**src/rtl/acc_pkg.sv**
```systemverilog
// rtl/acc_pkg.sv - shared state encoding and default operand-count width for the accumulator sequencer
package acc_pkg;

  localparam int CNT_W_DEF = 4;

  typedef enum logic [1:0] {
    S_IDLE  = 2'b00,
    S_CLEAR = 2'b01,
    S_ACCUM = 2'b10,
    S_DONE  = 2'b11
  } state_t;

endpackage

```
**src/rtl/acc_op_counter.sv**
```systemverilog
// rtl/acc_op_counter.sv - operand counter for one run; flags the handshake that accepts the final operand
module acc_op_counter #(
  parameter int CNT_W = 4
) (
  input  logic             clk,
  input  logic             clr,
  input  logic             clear,
  input  logic             inc,
  input  logic [CNT_W-1:0] limit,
  output logic [CNT_W-1:0] count,
  output logic             last
);

  localparam logic [CNT_W-1:0] ONE = CNT_W'(1);

  // limit is never zero while inc can be high, so limit-1 cannot wrap in use
  assign last = inc && (count == limit - ONE);

  always_ff @(posedge clk) begin
    if (clr || clear) begin
      count <= '0;
    end else if (inc) begin
      count <= count + ONE;
    end
  end

endmodule

```
**src/rtl/acc_sequencer.sv**
```systemverilog
// rtl/acc_sequencer.sv - control FSM running one accumulation run of n_ops operands (optional abort: ACC_SEQ_ABORT_EN)
module acc_sequencer
  import acc_pkg::*;
#(
  parameter int CNT_W = CNT_W_DEF
) (
  input  logic             clk,
  input  logic             clr,
`ifdef ACC_SEQ_ABORT_EN
  input  logic             abort,
`endif
  input  logic             start,
  input  logic [CNT_W-1:0] n_ops,
  input  logic             op_valid,
  output logic             op_ready,
  output logic             acc_en,
  output logic             acc_clr,
  input  logic             acc_ovf,
  output logic             busy,
  output logic             done,
  output logic             ovf,
  output logic [CNT_W-1:0] count
);

  state_t           state, state_nxt;
  logic [CNT_W-1:0] n_lat;
  logic             cnt_clear;
  logic             last;
  logic             abort_now;

`ifdef ACC_SEQ_ABORT_EN
  assign abort_now = abort && (state == S_CLEAR || state == S_ACCUM);
`else
  assign abort_now = 1'b0;
`endif

  assign acc_en = op_valid & op_ready;

  acc_op_counter #(.CNT_W(CNT_W)) u_counter (
    .clk   (clk),
    .clr   (clr),
    .clear (cnt_clear),
    .inc   (acc_en),
    .limit (n_lat),
    .count (count),
    .last  (last)
  );

  always_ff @(posedge clk) begin
    if (clr) begin
      state <= S_IDLE;
      n_lat <= '0;
      ovf   <= 1'b0;
    end else begin
      state <= state_nxt;
      if (state == S_IDLE && start) begin
        n_lat <= n_ops;
      end
      if (cnt_clear) begin
        ovf <= 1'b0;
      end else if (acc_en) begin
        ovf <= ovf | acc_ovf;
      end
    end
  end

  always_comb begin
    state_nxt = state;
    busy      = 1'b0;
    op_ready  = 1'b0;
    acc_clr   = 1'b0;
    done      = 1'b0;
    cnt_clear = 1'b0;
    case (state)
      S_IDLE: begin
        if (start) state_nxt = S_CLEAR;
      end
      S_CLEAR: begin
        acc_clr = 1'b1;
        busy    = 1'b1;
        // an aborted run leaves count/ovf of the previous run untouched
        cnt_clear = !abort_now;
        if (abort_now)            state_nxt = S_IDLE;
        else if (n_lat == '0)     state_nxt = S_DONE;
        else                      state_nxt = S_ACCUM;
      end
      S_ACCUM: begin
        busy     = 1'b1;
        op_ready = !abort_now;
        if (abort_now)  state_nxt = S_IDLE;
        else if (last)  state_nxt = S_DONE;
      end
      S_DONE: begin
        done      = 1'b1;
        state_nxt = S_IDLE;
      end
      default: state_nxt = S_IDLE;
    endcase
  end

endmodule

```
**config.mk**
```make
export PLATFORM = sky130hd
export DESIGN_NAME = acc_sequencer
export DESIGN_NICKNAME = d
export VERILOG_FILES = /design/src/rtl/acc_pkg.sv /design/src/rtl/acc_op_counter.sv /design/src/rtl/acc_sequencer.sv
export SDC_FILE = /design/constraint.sdc
export NUM_CORES = 1
export LEC_CHECK = 0
export ABC_CLOCK_PERIOD_IN_PS = 1540
export CAP_MARGIN = 40
export CORE_MARGIN = 2
export CORE_UTILIZATION = 44
export CTS_BUF_LIST = sky130_fd_sc_hd__clkbuf_8
export CTS_CLUSTER_SIZE = 25
export DETAILED_ROUTE_END_ITERATION = 10
export GPL_TIMING_DRIVEN = 0
export PLACE_DENSITY = 0.76
export SLEW_MARGIN = 20
export SYNTH_ARGS = -nofsm -noshare
export SYNTH_HDL_FRONTEND = slang
export SYNTH_SLANG_ARGS = --single-unit
```
**constraint.sdc**
```tcl
create_clock -name clk -period 1.54 [get_ports clk]
set_input_delay 0.462 -clock clk [delete_from_list [all_inputs] [get_ports clk]]
set_output_delay 0.462 -clock clk [all_outputs]
set_load 0.01 [all_outputs]
```
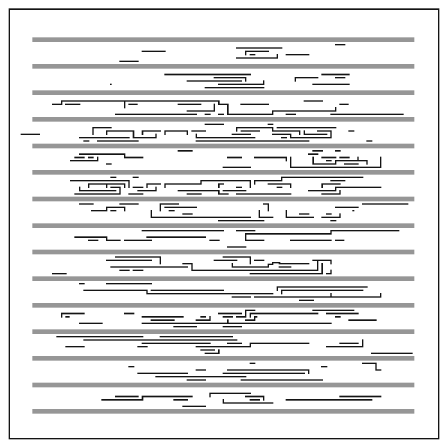
Fig. 1. Met1 routing.
Supply wires on this layer in grey.
wire length on this layer = 776 microns
nets with wire on the layer = 101
total vias in the final route: 656
total wire length: 1.86 mm
met1 Usage GRT: 0.238

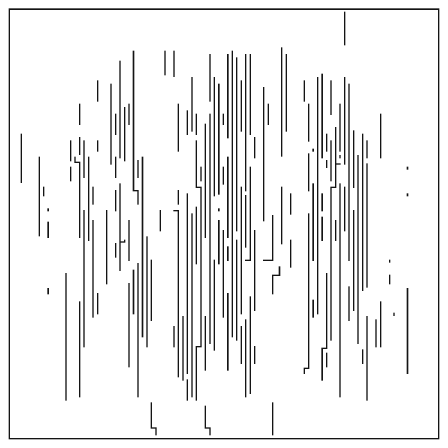
Fig. 2. The metal 2 layer.
longest straight run = 29.2 microns
wire length on this layer = 965 microns
nets with wire on the layer = 105
main direction = vertical
share of all routed wire = 52%

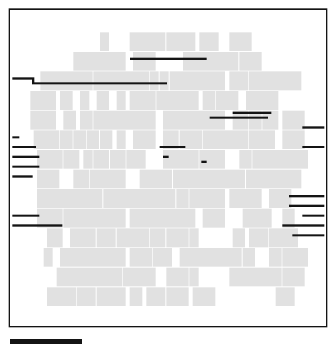
Fig. 3. M3 wires.
The bar under the picture is 10 microns long.
longest straight run = 18.4 microns
share of all routed wire = 5.3%
main direction = horizontal
wire length on this layer = 98.9 microns
nets with wire on the layer = 19
met3 capacity usage during global routing: 0.0375

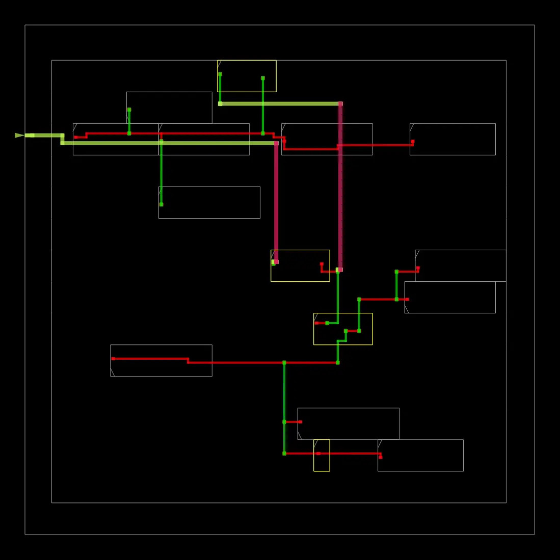
Fig. 4. Clock routing.
count of sequential standard cells: 11
number of clock buffers in the layout: 3
clk sinks: 11

==> design notes <==
Per the OpenROAD floorplan log, the area of the core is 1490 sq um. The worst reg-to-reg path cell count is 8. The run gives 0.0388 for the share of final layout cell area taken by clock buffers and inverters.

Setup repair after global routing could not meet its margin everywhere. By area, combinational gates come first. The share of the yosys chip area belonging to registers was 0.315; the estimated wirelength of the detail-placed design was 1.05 mm. TritonCTS built the clock tree. With the post-layout instance count excluding filler cells at 123, the cell area after layout is 1160 sq um. The first global-routing pass estimated 2.75 mm of wire.

The run gives 1.06 mW as the internal power summed over all cells. The run gives -34.9 ps as the slack of the critical path. The run gives 1500 nW/um^2 for the power per cell area. Per the synth stats, the flop cell with the highest instance count is sky130_fd_sc_hd__dfxtp_1.

The run gives 50 ps for the clock slew seen by the registers of the worst setup and hold paths. After filler insertion, the fill cell instance count of the layout stands at 98. The final reports fail on negative setup slack. The run finished, with violations left. The tools report the terminating pin of the worst hold path as n_lat[1].

The final number of setup-violating endpoints is 2, and the number of standard cells reported by yosys is 76. OpenSTA lists the critical path endpoint as acc_en. The post-route setup TNS was -49.6 ps. A synthesized cell averages 9.19 sq um. The final max-slew violation count recorded for this run is 0. In this build the clock could be raised as far as 635 MHz. The tools report the critical path startpoint as state[0].

The class of the tightest hold or removal check is reg -> reg. The post-synthesis share of cell area spent on xor and xnor gates was 0.131; the portion of synthesized cell area occupied by the leading cell type was 0.315. The final layout contains 125 nets. For the worst setup path, the data required time is 1080 ps. Master cell of the clock root buffer: sky130_fd_sc_hd__clkbuf_8. The insertion delay to the later sink of the worst-skew pair is 240 ps. The area fraction in mux cells is 0.0287, and the adder-cell share of the synthesized area is 0.143.
Power figures rest on the tool's default switching activity, not on a simulated workload.
